### Met2 routing

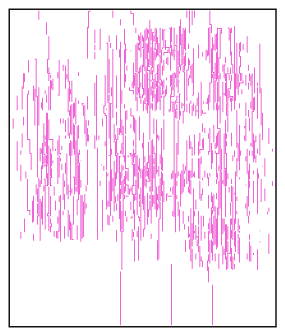
### Where the registers sit

The bar under the picture is 20 µm long.
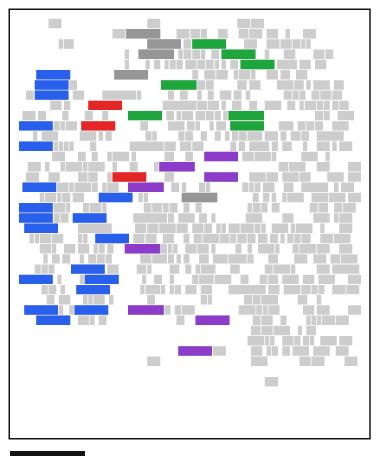
### Track usage over the die

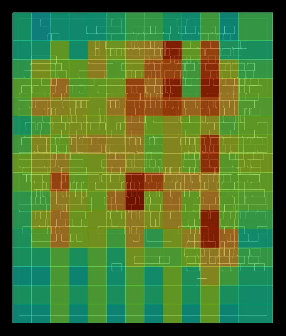
$ cat src/rtl/ball_motion_if.sv
`default_nettype none
// ============================================================================
// Module   : ball_motion_if
// Brief    : Control/position bundle between the ball engine and its users.
//            Carries the pause input only when BALL_PAUSE_EN is defined.
// Revision : 1.0  initial release
// ============================================================================
interface ball_motion_if;
    logic       start;
    logic [2:0] level;
    logic [7:0] platex;
    logic [5:0] platesize;
    logic [5:0] ballsize;
    logic [7:0] ballx;
    logic [6:0] bally;
    logic       running;
    logic       hit;
    logic       miss;
`ifdef BALL_PAUSE_EN
    logic       pause;

    modport master (
        output start, level, platex, platesize, ballsize, pause,
        input  ballx, bally, running, hit, miss
    );
    modport slave (
        input  start, level, platex, platesize, ballsize, pause,
        output ballx, bally, running, hit, miss
    );
`else
    modport master (
        output start, level, platex, platesize, ballsize,
        input  ballx, bally, running, hit, miss
    );
    modport slave (
        input  start, level, platex, platesize, ballsize,
        output ballx, bally, running, hit, miss
    );
`endif
endinterface
`default_nettype wire

$ cat src/rtl/ball_motion.sv
`default_nettype none
// ============================================================================
// Module   : ball_motion
// Brief    : Breakout ball physics: level-paced stepping, wall/plate bounces,
//            hit/miss pulses. Optional pause input via macro BALL_PAUSE_EN.
// Revision : 1.0  initial release
// ============================================================================
module ball_motion #(
    parameter int TICK_DIV = 500000,
    parameter int FIELD_W  = 120,
    parameter int FIELD_H  = 120,
    parameter int PLATE_Y  = 105,
    parameter int SERVE_X  = 60,
    parameter int SERVE_Y  = 20
) (
    input  logic          clk,
    input  logic          reset,
    ball_motion_if.slave  bus
);

    localparam int                 C_CNT_W     = (TICK_DIV > 1) ? $clog2(TICK_DIV) : 1;
    localparam logic [C_CNT_W-1:0] C_BASE_LAST = C_CNT_W'(TICK_DIV - 1);
    localparam logic [8:0]         C_FIELD_W   = 9'(FIELD_W);
    localparam logic [8:0]         C_MISS_Y    = 9'(FIELD_H - 1);
    localparam logic [8:0]         C_PLATE_Y   = 9'(PLATE_Y);
    localparam logic [7:0]         C_SERVE_X   = 8'(SERVE_X);
    localparam logic [6:0]         C_SERVE_Y   = 7'(SERVE_Y);

    typedef enum logic [0:0] {
        S_IDLE = 1'b0,
        S_RUN  = 1'b1
    } state_t;

    state_t             r_state, w_state_nxt;
    logic [C_CNT_W-1:0] r_base,  w_base_nxt;
    logic [2:0]         r_step,  w_step_nxt;
    logic [7:0]         r_ballx, w_ballx_nxt;
    logic [6:0]         r_bally, w_bally_nxt;
    logic               r_dx,    w_dx_nxt;
    logic               r_dy,    w_dy_nxt;
    logic               r_hit,   w_hit_nxt;
    logic               r_miss,  w_miss_nxt;

    logic               w_pause;
    logic               w_tick;
    logic               w_step;
    logic [2:0]         w_limit;
    logic [8:0]         w_right;
    logic [8:0]         w_bottom;
    logic [8:0]         w_plate_r;
    logic               w_plate_row;
    logic               w_over_plate;

`ifdef BALL_PAUSE_EN
    assign w_pause = bus.pause;
`else
    assign w_pause = 1'b0;
`endif

    // ">=" rather than "==" so a level raised past the current count fires at the next tick
    assign w_limit = 3'd7 - bus.level;
    assign w_tick  = (r_state == S_RUN) && !w_pause && (r_base == C_BASE_LAST);
    assign w_step  = w_tick && (r_step >= w_limit);

    assign w_right      = {1'b0, r_ballx} + {3'b000, bus.ballsize};
    assign w_bottom     = {2'b00, r_bally} + {3'b000, bus.ballsize};
    assign w_plate_r    = {1'b0, bus.platex} + {3'b000, bus.platesize};
    assign w_plate_row  = ((w_bottom + 9'd1) == C_PLATE_Y);
    assign w_over_plate = (w_right >= {1'b0, bus.platex}) && ({1'b0, r_ballx} <= w_plate_r);

    always_comb begin
        w_state_nxt = r_state;
        w_base_nxt  = r_base;
        w_step_nxt  = r_step;
        w_ballx_nxt = r_ballx;
        w_bally_nxt = r_bally;
        w_dx_nxt    = r_dx;
        w_dy_nxt    = r_dy;
        w_hit_nxt   = 1'b0;
        w_miss_nxt  = 1'b0;

        case (r_state)
            S_IDLE: begin
                w_ballx_nxt = C_SERVE_X;
                w_bally_nxt = C_SERVE_Y;
                w_dx_nxt    = 1'b1;
                w_dy_nxt    = 1'b1;
                w_base_nxt  = '0;
                w_step_nxt  = '0;
                if (bus.start) begin
                    w_state_nxt = S_RUN;
                end
            end

            S_RUN: begin
                if (!w_pause) begin
                    w_base_nxt = w_tick ? '0 : r_base + C_CNT_W'(1);
                    if (w_tick) begin
                        w_step_nxt = w_step ? 3'd0 : r_step + 3'd1;
                    end
                end

                if (w_step) begin
                    if (r_dx && (w_right >= C_FIELD_W)) begin
                        w_dx_nxt    = 1'b0;
                        w_ballx_nxt = r_ballx - 8'd1;
                    end else if (!r_dx && (r_ballx == 8'd0)) begin
                        w_dx_nxt    = 1'b1;
                        w_ballx_nxt = r_ballx + 8'd1;
                    end else begin
                        w_ballx_nxt = r_dx ? r_ballx + 8'd1 : r_ballx - 8'd1;
                    end

                    if (!r_dy && (r_bally == 7'd0)) begin
                        w_dy_nxt    = 1'b1;
                        w_bally_nxt = r_bally + 7'd1;
                    end else if (r_dy && w_plate_row && w_over_plate) begin
                        w_dy_nxt    = 1'b0;
                        w_bally_nxt = r_bally - 7'd1;
                        w_hit_nxt   = 1'b1;
                    end else if (r_dy && (w_bottom >= C_MISS_Y)) begin
                        // Miss overrides the x move: the ball is re-served on this edge
                        w_miss_nxt  = 1'b1;
                        w_state_nxt = S_IDLE;
                        w_ballx_nxt = C_SERVE_X;
                        w_bally_nxt = C_SERVE_Y;
                        w_dx_nxt    = 1'b1;
                        w_dy_nxt    = 1'b1;
                        w_base_nxt  = '0;
                        w_step_nxt  = '0;
                    end else begin
                        w_bally_nxt = r_dy ? r_bally + 7'd1 : r_bally - 7'd1;
                    end
                end
            end

            default: begin
                w_state_nxt = S_IDLE;
            end
        endcase
    end

    always_ff @(posedge clk or posedge reset) begin
        if (reset) begin
            r_state <= S_IDLE;
            r_base  <= '0;
            r_step  <= '0;
            r_ballx <= C_SERVE_X;
            r_bally <= C_SERVE_Y;
            r_dx    <= 1'b1;
            r_dy    <= 1'b1;
            r_hit   <= 1'b0;
            r_miss  <= 1'b0;
        end else begin
            r_state <= w_state_nxt;
            r_base  <= w_base_nxt;
            r_step  <= w_step_nxt;
            r_ballx <= w_ballx_nxt;
            r_bally <= w_bally_nxt;
            r_dx    <= w_dx_nxt;
            r_dy    <= w_dy_nxt;
            r_hit   <= w_hit_nxt;
            r_miss  <= w_miss_nxt;
        end
    end

    assign bus.ballx   = r_ballx;
    assign bus.bally   = r_bally;
    assign bus.running = (r_state == S_RUN);
    assign bus.hit     = r_hit;
    assign bus.miss    = r_miss;

endmodule
`default_nettype wire

$ cat src/flat_wrapper.sv
// flat-port wrapper written by rule: the top's interface ports become plain ports
module ball_motion_flat 
#(
    parameter int TICK_DIV = 500000,
    parameter int FIELD_W  = 120,
    parameter int FIELD_H  = 120,
    parameter int PLATE_Y  = 105,
    parameter int SERVE_X  = 60,
    parameter int SERVE_Y  = 20
)
  (clk, reset, bus_start, bus_level, bus_platex, bus_platesize, bus_ballsize, bus_ballx, bus_bally, bus_running, bus_hit, bus_miss);
  ball_motion_if bus_i ();
  input  logic clk;
  input  logic reset;
  input wire logic [$bits(bus_i.start)-1:0] bus_start;
  input wire logic [$bits(bus_i.level)-1:0] bus_level;
  input wire logic [$bits(bus_i.platex)-1:0] bus_platex;
  input wire logic [$bits(bus_i.platesize)-1:0] bus_platesize;
  input wire logic [$bits(bus_i.ballsize)-1:0] bus_ballsize;
  output wire logic [$bits(bus_i.ballx)-1:0] bus_ballx;
  output wire logic [$bits(bus_i.bally)-1:0] bus_bally;
  output wire logic [$bits(bus_i.running)-1:0] bus_running;
  output wire logic [$bits(bus_i.hit)-1:0] bus_hit;
  output wire logic [$bits(bus_i.miss)-1:0] bus_miss;
  assign bus_i.start = bus_start;
  assign bus_i.level = bus_level;
  assign bus_i.platex = bus_platex;
  assign bus_i.platesize = bus_platesize;
  assign bus_i.ballsize = bus_ballsize;
  assign bus_ballx = bus_i.ballx;
  assign bus_bally = bus_i.bally;
  assign bus_running = bus_i.running;
  assign bus_hit = bus_i.hit;
  assign bus_miss = bus_i.miss;
  ball_motion #(.TICK_DIV(TICK_DIV), .FIELD_W(FIELD_W), .FIELD_H(FIELD_H), .PLATE_Y(PLATE_Y), .SERVE_X(SERVE_X), .SERVE_Y(SERVE_Y)) u_core (.clk(clk), .reset(reset), .bus(bus_i));
endmodule
$ cat config.mk
export PLATFORM = sky130hd
export DESIGN_NAME = ball_motion_flat
export DESIGN_NICKNAME = d
export VERILOG_FILES = /design/src/rtl/ball_motion_if.sv /design/src/rtl/ball_motion.sv /design/src/flat_wrapper.sv
export SDC_FILE = /design/constraint.sdc
export NUM_CORES = 1
export LEC_CHECK = 0
export CAP_MARGIN = 0
export CORE_ASPECT_RATIO = 1.2
export CORE_MARGIN = 2
export CORE_UTILIZATION = 40
export CTS_CLUSTER_SIZE = 30
export DETAILED_ROUTE_END_ITERATION = 6
export PLACE_DENSITY = 0.7
export SLEW_MARGIN = 25
export SYNTH_ARGS = -nofsm -noshare
export SYNTH_HDL_FRONTEND = slang
export SYNTH_SLANG_ARGS = --single-unit
$ cat constraint.sdc
create_clock -name clk -period 9 [get_ports clk]
set_clock_uncertainty 0.1 [all_clocks]
set_input_delay 1.8 -clock clk [delete_from_list [all_inputs] [get_ports clk]]
set_output_delay 1.8 -clock clk [all_outputs]
set_load 0.1 [all_outputs]
==> run_results.csv <==
group,metric,value,unit
layout,fillers,967,
synthesis,xor_share,8.071,%
timing,worst_slack,3.274,ns
power_and_ir_drop,power_density,110.7,mW/mm²
run,warnings,28,
layout,insertedDiodeCount,0,
min_path,holdPathStages,1,
route,drt-met1-wl,4.479,mm
power_and_ir_drop,power.leakage,2.016,nW
floorplanning,io-pin-count,44,
global_routing,grt_remaining_overflow,0,
critical_path,worstPathRequired,9.10,ns
synthesis,top_cells_by_count,"nor2_1 (46), ha_1 (43), dfrtp_1 (34), nand2_1 (34), inv_1 (30)",
clocking,ctsRootBufferMaster,"clkbuf_16",
layout,stdcell_area,0.004667,mm²
synthesis,largest_area_cell,"dfrtp_1",
min_path,hold_path.class,"flip-flop to flip-flop",
synthesis,area_leaders,"dfrtp_1 (21%), ha_1 (13%), dfstp_2 (5.2%), nor2_1 (4.3%), xor2_1 (4.1%)",
place,dp_hpwl,7.579,mm
critical_path,cpPeakStageDelay,0.45,ns
power_and_ir_drop,p_sw,150.3,µW
critical_path,criticalPathCategory,"primary input to flip-flop",
synthesis,yosysSeqAreaShare,26.43,%
power_and_ir_drop,pwr-share-comb,23.4,%
critical_path,r2r_start,"u_core.bus.ballx[0]",
power_and_ir_drop,intPower,366.5,µW
power_and_ir_drop,p_comb,121,µW
min_path,hold_path.startpoint,"u_core.r_base[0]",
timing,holdWs,0.3870,ns
timing,maxSlewHeadroom,33.96,%
floorplanning,die_w,95.46,µm
timing,maxSlewViolCount,0,
global_routing,grt_pass1_wl,16.60,mm
synthesis,ff_type,"dfrtp_1",
synthesis,top_area_share,21.19,%
power_and_ir_drop,maxPowerGroup,"registers",
synthesis,yosys_cells,473,
global_routing,gr-usage-met1,24.09,%
critical_path,crit_end,"u_core.bus.bally[4]",
status,outcome,"finished clean",
place,placed_cells,628,
timing,finalCritPeriodShare,63.62,%
route,wl_met2,4.947,mm
critical_path,r2r-end,"u_core.bus.bally[5]",
layout,area_delta_synth_final,16.24,%
layout,lay_top_count,"nor2_1",
route,drc,0,
critical_path,end_kind,"flip-flop",
timing,worst_slew_pin_slew,0.9875,ns
critical_path,path_cells,"clkdlybuf4s50_1 -> ha_1 -> fa_1 -> a211oi_1 -> o21bai_1 -> a21oi_1 -> xnor2_1 -> ha_1 -> a211o_1 -> o221ai_1 -> a21oi_1 -> o221ai_1 -> nand4b_2 -> o311ai_1 -> a22oi_1 -> a2bb2oi_1",
power_and_ir_drop,p_seq,220,µW
critical_path,r2r_slack,4.81,ns
synthesis,ys_chip_area,0.004015,mm²
synthesis,most_common_cell,"nor2_1",
synthesis,synth_area_per_cell,8.489,µm²
clocking,cts_buffers,5,
clocking,insertion_delay,0.28,ns
clocking,clockBufferDepth,2,
power_and_ir_drop,pg_clk,176,µW
route,dr.pass1.iters,4,
## Picture notes: 'Met2 routing'
longest straight run: 41.3 µm
main direction: vertical
share of all routed wire: 49%
wire length on this layer: 4,950 µm
nets with wire on the layer: 489
routed wire length: 10.03 mm
met2 usage: 33.10%
DR vias: 3,658

## Picture notes: 'Where the registers sit'
[blue] u_core.r_base | sequential cells: 19
[green] u_core.bus.bally | sequential cells: 7
[red] u_core.r_step | sequential cells: 3
[purple] u_core.bus.ballx | sequential cells: 8 | where: middle
not colored: 5

## Picture notes: 'Track usage over the die'
gr busiest metal: met2
M3 GR Usage: 2.774%
utilization after layout: 47.10%
GR Util All Layers: 18.82%
drt wl/cell: 15.77 µm

==> sequential cells by signal, indices dropped and copies added (netlist names) <==
signal              cells
u_core.r_base          19
u_core.bus.bally        7
u_core.r_step           3
u_core.bus.miss         1
u_core.bus.running      1
u_core.bus.ballx        8
u_core.r_dx             1
u_core.r_dy             1
u_core.bus.hit          1
==> cell type report <==
| class | instances | area, µm² | share of cell area [%] |
|---|---|---|---|
| multi-input cells | 386 | 2755 | 59.03 |
| flip-flops and latches | 42 | 1061 | 22.73 |
| inverters | 30 | 112.6 | 2.413 |
| well taps | 126 | 157.7 | 3.378 |
| clock inverters | 2 | 13.76 | 0.2949 |
| clock buffers | 6 | 128.9 | 2.761 |
| repair buffers | 44 | 437.9 | 9.383 |
Power figures rest on the tool's default switching activity, not on a simulated workload.
